`config.mk`:
```
export PLATFORM = sky130hd
export DESIGN_NAME = rca_config_sequencer
export DESIGN_NICKNAME = d
export VERILOG_FILES = /design/src/rtl/rca_config_sequencer_pkg.sv /design/src/rtl/rca_inflight_tracker.sv /design/src/rtl/rca_config_sequencer.sv
export SDC_FILE = /design/constraint.sdc
export NUM_CORES = 1
export LEC_CHECK = 0
export CAP_MARGIN = 0
export CORE_ASPECT_RATIO = 1.2
export CORE_MARGIN = 4
export CORE_UTILIZATION = 37
export DETAILED_ROUTE_END_ITERATION = 8
export PLACE_DENSITY = 0.8
export SLEW_MARGIN = 15
export SYNTH_ARGS = -nofsm -noshare
export SYNTH_HDL_FRONTEND = slang
export SYNTH_SLANG_ARGS = --single-unit
```
`constraint.sdc`:
```
create_clock -name clk -period 2.5 [get_ports clk]
set_input_delay 0.625 -clock clk [delete_from_list [all_inputs] [get_ports clk]]
set_output_delay 0.625 -clock clk [all_outputs]
set_load 0.02 [all_outputs]
```
`src/rtl/rca_config_sequencer_pkg.sv`:
```
// Shared state encoding and default sizing for the RCA configuration sequencer.
package rca_config_sequencer_pkg;

  localparam int DEF_NUM_CONFIGS = 4;
  localparam int DEF_CFG_WORDS   = 8;
  localparam int DEF_CFG_WORD_W  = 32;

  typedef enum logic [2:0] {
    CFG_IDLE,
    CFG_DRAIN,
    CFG_LOAD,
    CFG_SETTLE,
    CFG_DONE
  } rca_cfg_state_t;

  // Index width that never collapses to zero bits for single-entry ranges.
  function automatic int clog2_min1(input int n);
    return (n > 1) ? $clog2(n) : 1;
  endfunction

endpackage

```
`src/rtl/rca_inflight_tracker.sv`:
```
// Counts RCA operations between issue and writeback; saturates at both ends
// and flags illegal completes/issues. Zero/full flags are decoded from the count.
module rca_inflight_tracker
  import rca_config_sequencer_pkg::*;
#(
  parameter int MAX_INFLIGHT = 4
) (
  input  logic clk,
  input  logic rst,
  input  logic issue,
  input  logic complete,
  output logic zero,
  output logic full
);

  localparam int CNT_W = clog2_min1(MAX_INFLIGHT + 1);

  logic [CNT_W-1:0] count;

  always_ff @(posedge clk or negedge rst) begin
    if (!rst) begin
      count <= '0;
    end else begin
      case ({issue, complete})
        2'b10:   if (!full) count <= count + 1'b1;
        2'b01:   if (!zero) count <= count - 1'b1;
        default: ;
      endcase
    end
  end

  assign zero = (count == '0);
  assign full = (count == CNT_W'(MAX_INFLIGHT));

  assert property (@(posedge clk) disable iff (!rst) !(complete && !issue && zero))
    else $error("rca_complete with no RCA operation in flight");
  assert property (@(posedge clk) disable iff (!rst) !(issue && !complete && full))
    else $error("rca_issue with MAX_INFLIGHT operations already in flight");

endmodule

```
`src/rtl/rca_config_sequencer.sv`:
```
// Drains in-flight RCA ops, streams a stored configuration into the RCA config
// registers, settles, then re-enables issue. RCA_CFG_SKIP_RELOAD_EN skips reloading the active id.
module rca_config_sequencer
  import rca_config_sequencer_pkg::*;
#(
  parameter int NUM_CONFIGS   = DEF_NUM_CONFIGS,
  parameter int CFG_WORDS     = DEF_CFG_WORDS,
  parameter int CFG_WORD_W    = DEF_CFG_WORD_W,
  parameter int SETTLE_CYCLES = 2,
  parameter int MAX_INFLIGHT  = 4,
  localparam int ID_W   = clog2_min1(NUM_CONFIGS),
  localparam int ADDR_W = clog2_min1(NUM_CONFIGS * CFG_WORDS),
  localparam int IDX_W  = clog2_min1(CFG_WORDS)
) (
  input  logic                  clk,
  input  logic                  rst,
  input  logic                  cfg_req_valid,
  input  logic [ID_W-1:0]       cfg_req_id,
  output logic                  cfg_req_ready,
  output logic                  cfg_done,
  input  logic                  rca_issue,
  input  logic                  rca_complete,
  output logic                  rca_issue_hold,
  output logic                  mem_rd_en,
  output logic [ADDR_W-1:0]     mem_rd_addr,
  input  logic [CFG_WORD_W-1:0] mem_rd_data,
  output logic                  cfg_wr_en,
  output logic [IDX_W-1:0]      cfg_wr_idx,
  output logic [CFG_WORD_W-1:0] cfg_wr_data,
  output logic [ID_W-1:0]       active_cfg_id,
  output logic                  active_cfg_valid,
  output logic                  busy
);

  localparam int CNT_W = $clog2(CFG_WORDS + 1);
  localparam int SET_W = clog2_min1(SETTLE_CYCLES);

  rca_cfg_state_t      state_q, state_d;
  logic [ID_W-1:0]     req_id_q, req_id_d;
  logic [CNT_W-1:0]    rd_cnt_q, rd_cnt_d;
  logic [SET_W-1:0]    settle_q, settle_d;
  logic                rd_en_q, rd_en_d;
  logic [ADDR_W-1:0]   rd_addr_q, rd_addr_d;
  logic                wr_en_q, wr_en_d;
  logic [IDX_W-1:0]    wr_idx_q, wr_idx_d;
  logic [ID_W-1:0]     act_id_q, act_id_d;
  logic                act_vld_q, act_vld_d;
  logic                done_q, done_d;
  logic                skip_hit;
  logic                if_zero;
  logic                if_full;

  function automatic logic [ADDR_W-1:0] word_addr(input logic [ID_W-1:0] id,
                                                  input logic [IDX_W-1:0] word);
    return ADDR_W'(ADDR_W'(id) * ADDR_W'(CFG_WORDS) + ADDR_W'(word));
  endfunction

  rca_inflight_tracker #(
    .MAX_INFLIGHT(MAX_INFLIGHT)
  ) u_inflight (
    .clk      (clk),
    .rst      (rst),
    .issue    (rca_issue),
    .complete (rca_complete),
    .zero     (if_zero),
    .full     (if_full)
  );

`ifdef RCA_CFG_SKIP_RELOAD_EN
  assign skip_hit = act_vld_q && (cfg_req_id == act_id_q);
`else
  assign skip_hit = 1'b0;
`endif

  always_comb begin
    state_d   = state_q;
    req_id_d  = req_id_q;
    rd_cnt_d  = rd_cnt_q;
    settle_d  = settle_q;
    rd_en_d   = 1'b0;
    rd_addr_d = '0;
    wr_en_d   = 1'b0;
    wr_idx_d  = wr_idx_q;
    act_id_d  = act_id_q;
    act_vld_d = act_vld_q;
    done_d    = 1'b0;
    case (state_q)
      CFG_IDLE: begin
        if (cfg_req_valid) begin
          req_id_d = cfg_req_id;
          if (skip_hit) begin
            state_d = CFG_DONE;
            done_d  = 1'b1;
          end else begin
            state_d = CFG_DRAIN;
          end
        end
      end
      CFG_DRAIN: begin
        // The old configuration stops being valid the moment it starts being overwritten.
        if (if_zero) begin
          state_d   = CFG_LOAD;
          act_vld_d = 1'b0;
          rd_en_d   = 1'b1;
          rd_addr_d = word_addr(req_id_q, '0);
          rd_cnt_d  = CNT_W'(1);
        end
      end
      CFG_LOAD: begin
        // Write side trails the read side by the one-cycle memory latency.
        wr_en_d  = rd_en_q;
        if (rd_en_q) wr_idx_d = IDX_W'(rd_cnt_q - 1'b1);
        if (rd_cnt_q < CNT_W'(CFG_WORDS)) begin
          rd_en_d   = 1'b1;
          rd_addr_d = word_addr(req_id_q, IDX_W'(rd_cnt_q));
          rd_cnt_d  = rd_cnt_q + 1'b1;
        end
        if (wr_en_q && (wr_idx_q == IDX_W'(CFG_WORDS - 1))) begin
          state_d  = CFG_SETTLE;
          wr_en_d  = 1'b0;
          settle_d = SET_W'(SETTLE_CYCLES - 1);
        end
      end
      CFG_SETTLE: begin
        if (settle_q == '0) begin
          state_d   = CFG_DONE;
          done_d    = 1'b1;
          act_id_d  = req_id_q;
          act_vld_d = 1'b1;
        end else begin
          settle_d = settle_q - 1'b1;
        end
      end
      CFG_DONE: state_d = CFG_IDLE;
      default:  state_d = CFG_IDLE;
    endcase
  end

  always_ff @(posedge clk or negedge rst) begin
    if (!rst) begin
      state_q   <= CFG_IDLE;
      req_id_q  <= '0;
      rd_cnt_q  <= '0;
      settle_q  <= '0;
      rd_en_q   <= 1'b0;
      rd_addr_q <= '0;
      wr_en_q   <= 1'b0;
      wr_idx_q  <= '0;
      act_id_q  <= '0;
      act_vld_q <= 1'b0;
      done_q    <= 1'b0;
    end else begin
      state_q   <= state_d;
      req_id_q  <= req_id_d;
      rd_cnt_q  <= rd_cnt_d;
      settle_q  <= settle_d;
      rd_en_q   <= rd_en_d;
      rd_addr_q <= rd_addr_d;
      wr_en_q   <= wr_en_d;
      wr_idx_q  <= wr_idx_d;
      act_id_q  <= act_id_d;
      act_vld_q <= act_vld_d;
      done_q    <= done_d;
    end
  end

  assign cfg_req_ready    = (state_q == CFG_IDLE);
  assign busy             = (state_q != CFG_IDLE);
  assign rca_issue_hold   = busy | ~act_vld_q | if_full;
  assign cfg_done         = done_q;
  assign mem_rd_en        = rd_en_q;
  assign mem_rd_addr      = rd_addr_q;
  assign cfg_wr_en        = wr_en_q;
  assign cfg_wr_idx       = wr_idx_q;
  assign cfg_wr_data      = wr_en_q ? mem_rd_data : '0;
  assign active_cfg_id    = act_id_q;
  assign active_cfg_valid = act_vld_q;

endmodule

```
Run 1, nets reached from selected ports:
Scale: 4 px per um.
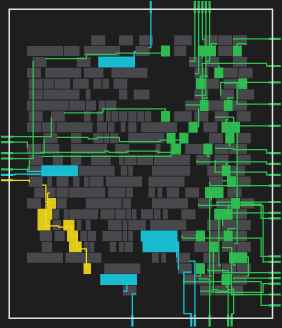
Green marks mem_rd_data, direction input, end cells 32, buffers 32, wire 845 um. Yellow marks rca_issue, direction input, end cells 7, buffers 2, wire 43.7 um. Cyan marks mem_rd_addr, direction output, end cells 5, buffers 5, wire 83.2 um.
PortBufs: 87
I/O pin count: 88

Run 1, signal wires on met2:
Scale: 4 px per um. Cells faint in the background.
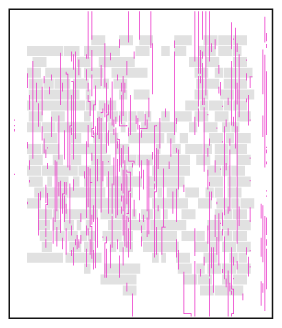
241 nets have wire on it. The layer holds 46% of the routed length.
Via Count: 1,387
DRT Wirelength: 4.05 mm
GR met2 Demand/Resource: 26.6%

Run 1, clock wiring as the flow saved it:
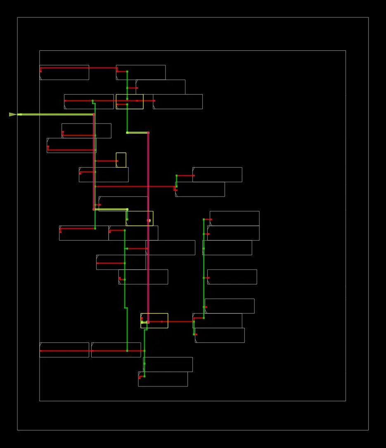
Setup Skew: 5.95 ps
Seq cells: 27
clkbuf count: 3
Latency at later pin: 280 ps

==> changes_impl.md, run 1 <==
## Implementation

* Outcome: complete, no violations
* Yosys top cell by instances: and2_1
* Vias in the first global route at about 1,300
* Routed Antenna Nets at 0
* Highest Signal Layer: met4
* Yosys simple share at between 20 and 30%
* Final hold slack at around 500 ps
* Maximum vdd drop at between 0.5 and 0.6 mV
* Number of buffers outside the clock class in the layout at between 90 and 100
* Init Core Util at 39.3%
* Combinational power at ~900 uW
* TritonCTS Sinks at 27
* CTS tree: built
* Yosys adder share at under 10%
* DP HPWL at 3.28 mm
* N_taps at around 52
* CP max FO at 1
* Hold WC Path Type: flip-flop to flip-flop
* Crit path DAT at 1850 ps
* Largest net degree at the start of global routing at 35
* Average size of a mapped cell at approximately 9.6 um^2
* Met1 Wirelength at ~1.7 mm
* Initial antenna violation count at 0
* Core area at roughly 0.0037 mm^2
* Aoi share at between 10% and 20%
* Sw Ratio at a little under two fifths
* Period utilization at a little over nine tenths
* Ys Warns at 0
* Cell Rows at 24
* Flop area at 677 um^2
* Setup crit end kind: primary output
* Final non-filler cell total at 292
* # resized after CTS at 2
* Synthesis-to-layout area growth at 68.7%
* Global-route met3 utilization at between 5 and 6%
* Overall power at ~1900 uW
* Combinational share of cell area at about 29%
* Metal3 WL at between 400 and 500 um
* Top cell area share at ~46%
* Max power group: combinational logic
* Grt met1 use at ~20%
* Top cells by area: dfrtp_1 (46%), and2_1 (14%), mux2_2 (3.8%)
* Power share of the sequential group at a little under two fifths
* Syn Std Cell Area at 0.00146 mm^2
* Cell Type Count at 41
* Worst Hold Depth at 2
* Worst EP required at ~1900 ps
* Post-CTS Setup Inserts at 0
* Hold Violations, Final at 0
* Setup WS pre-CTS at -17.9 ps
* H-tree depth at 1
* Layout Utilization at between 60% and 70%
* Clk buf depth at 2
* Final worst-path setup slack at roughly 27 ps
* Final setup viols at 0
* Finished Cell Area at roughly 0.0025 mm^2
-- run 1: flip-flops by register name, indices dropped and copies added, names as in the netlist --
signal,count
cfg_wr_en,1
settle_q,1
rd_cnt_q,4
mem_rd_en,1
state_q,3
req_id_q,2
cfg_done,1
u_inflight.count,3
active_cfg_id,2
mem_rd_addr,5
cfg_wr_idx,3
active_cfg_valid,1
-- run 1: cell families after synthesis --
group / count (synthesis)
AND-OR/OR-AND: 27
adder cells (fa/ha/maj): 3
flip-flops: 27
XOR/XNOR: 3
buffers and inverters: 21
multiplexers: 5
AND/OR/NAND/NOR: 66
-- run 1: critical path: stages --
cell	delay [ps]
clkdlybuf4s50_1	490
and2_1	130
clkdlybuf4s50_1	610
==> run 1 -> run 2 <==
--- a/config.mk
+++ b/config.mk
@@ -9,8 +9,10 @@
 export CORE_ASPECT_RATIO = 1.2
 export CORE_MARGIN = 4
 export CORE_UTILIZATION = 37
+export CTS_CLUSTER_DIAMETER = 100
 export DETAILED_ROUTE_END_ITERATION = 8
 export PLACE_DENSITY = 0.8
+export SKIP_CTS_REPAIR_TIMING = 1
 export SLEW_MARGIN = 15
 export SYNTH_ARGS = -nofsm -noshare
 export SYNTH_HDL_FRONTEND = slang
Run 2, close-up of the layout:
Region (39, 48) to (59, 68) um. Cells in gray, sequential cells in the stronger gray; small squares are vias.
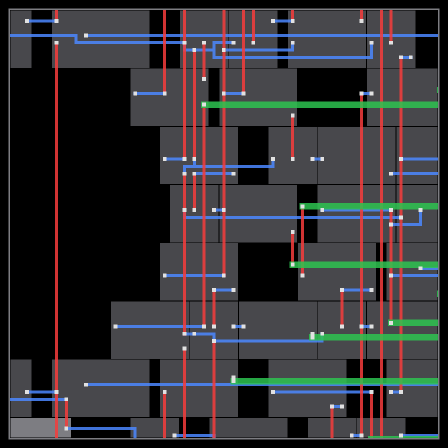
Blue marks M1. Green marks M3. Red marks M2.
Sequential cells in the window: 0. 28 logic cells have their middle in the window. Most frequent: clkdlybuf4s50_1 (17), and2_1 (8), dlymetal6s2s_1 (3).

Run 2, signal wires on met2:
Scale: 4 px per um. Cells faint in the background.
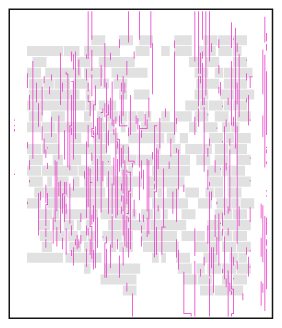
The longest straight run is 35.4 um. The layer carries 1,840 um of wire. The layer holds 46% of the routed length.
DRT Wirelength: 4.05 mm

==> run 2 against run 1 <==
Register-to-register slack about the same. Critical path type unchanged. Largest power group unchanged. Via count is the same. Die area stayed put.
==> changes_impl.md, run 2 <==
## Implementation

* CTS tree: built
* Final setup viols at 0
* Outcome: complete, no violations
* WHS Endpoint: cfg_wr_idx[0]
* Chip Area at 0.00503 mm^2
* Maximum vdd drop at roughly 0.54 mV
* Delay-heaviest family, CP: buffers and inverters
* Metal3 WL at around 470 um
* H-tree depth at 1
* Worst slew pin tran at roughly 650 ps
* Final non-filler cell total at around 290
* Setup Skew at roughly 6.0 ps
* Yosys stat area at between 0.001 and 0.0015 mm^2
* Top cell area share at roughly 46%
* Setup WS pre-CTS at -17.9 ps
* Layer with the highest usage: met2
* First-pass GRT wire length at between 6 and 7 mm
* Seq cells post-synth at 27
* Synthesis-to-layout area growth at 69.0%
* Fin crit period at about 2500 ps
* Commonest Layout Cell: clkdlybuf4s50_1
* Initial DRC Count at around 45
* Crit path DAT at 1850 ps
* Top cells by area: dfrtp_1 (46%), and2_1 (14%), mux2_2 (3.8%)
* Met1 Wirelength at 1.68 mm
* Total CTS buffers at 3
* Final worst-path setup slack at 27.1 ps
* Cell Rows at 24
* Critical path depth at 3
* Latency at later pin at 280 ps
* Final hold slack at roughly 500 ps
* Period utilization at 98.9%
* Final nets at about 280
* Cell Type Count at 41
* Hold_sp: cfg_wr_idx[0]
* Average size of a mapped cell at 9.63 um^2
* Hold Violations, Final at 0
* Slowest cell delay on critical path at between 600 and 700 ps
* Routed wl met2 at around 1.8 mm
* DP HPWL at between 3 and 4 mm
* Clk buf depth at 2
* Vias in the first global route at between 1,000 and 1,500
* Global-route met3 utilization at about 5.3%
* CP endpoint: cfg_wr_data[2]
* Worst Hold Depth at 2
* Routed len/inst at around 14 um
* Finished Cell Area at about 0.0025 mm^2
* Initial antenna violation count at 0
* Via Count at approximately 1,400
* Grt met1 use at between 10% and 20%
* Syn Std Cell Area at 0.00146 mm^2
* Routability cong. at a little under 0.8
* Highest Signal Layer: met4
* TritonCTS Sinks at 27
* Routed Antenna Nets at 0
* Hold WC Path Type: flip-flop to flip-flop
* Largest register FFs at 5
* Setup crit end kind: primary output
* Initial DRT Pass Iterations at 4
* Layout Utilization at between 60 and 70%
* Setup Crit Path Kind: primary input to primary output
* Init Core Util at roughly two fifths
* Main flop type: dfrtp_1
* Ys Warns at 0
* GR met2 Demand/Resource at 26.6%
* Yosys top cell by instances: and2_1
* Root buf cell: clkbuf_8
* Fin. max-slew vios at 0
* CP Cell Sequence: clkdlybuf4s50_1, and2_1, clkdlybuf4s50_1
* Largest net degree at the start of global routing at 35
* Asr flop ratio synth at 100%
* I/O pin count at between 80 and 90
* Worst path bufs/invs at 2
* Worst EP required at ~1900 ps
* Slowest-stage cell, CP: clkdlybuf4s50_1
* Top cell by count, worst path: clkdlybuf4s50_1
* PortBufs at between 80 and 90
* Core area at around 0.0037 mm^2
* CP max FO at 1
* Leakage at around 0.0012 uW
* Overall power at between 1500 and 2000 uW
## run 2: cell type report
cell class	instances	area [um^2]	area share (%)
clock inverters	1	5.00	0.202
multi-input cells	104	707	28.6
well taps	52	65.1	2.63
clock buffers	3	41.3	1.67
inverters	12	45.0	1.82
flip-flops and latches	27	677	27.4
repair buffers	93	933	37.7
## run 2: report_power, final
group	switching, uW	internal [uW]
Clock	136	112
Sequential	145	588
Combinational	436	490
## run 2: cells by family (layout without fill, tap and decap cells)
group | Yosys count | count (layout) | share of synthesized area (%)
and+or+nand+nor | 66 | 66 | 27.4
AOI/OAI and AO/OA | 27 | 27 | 12.1
DFF | 27 | 27 | 46.2
buffers and inverters | 21 | 109 | 5.56
muxes | 5 | 5 | 3.85
adders and majority gates | 3 | 3 | 3.08
xor gates and xnor gates | 3 | 3 | 1.80
Power is estimated from default activity; no workload was simulated.
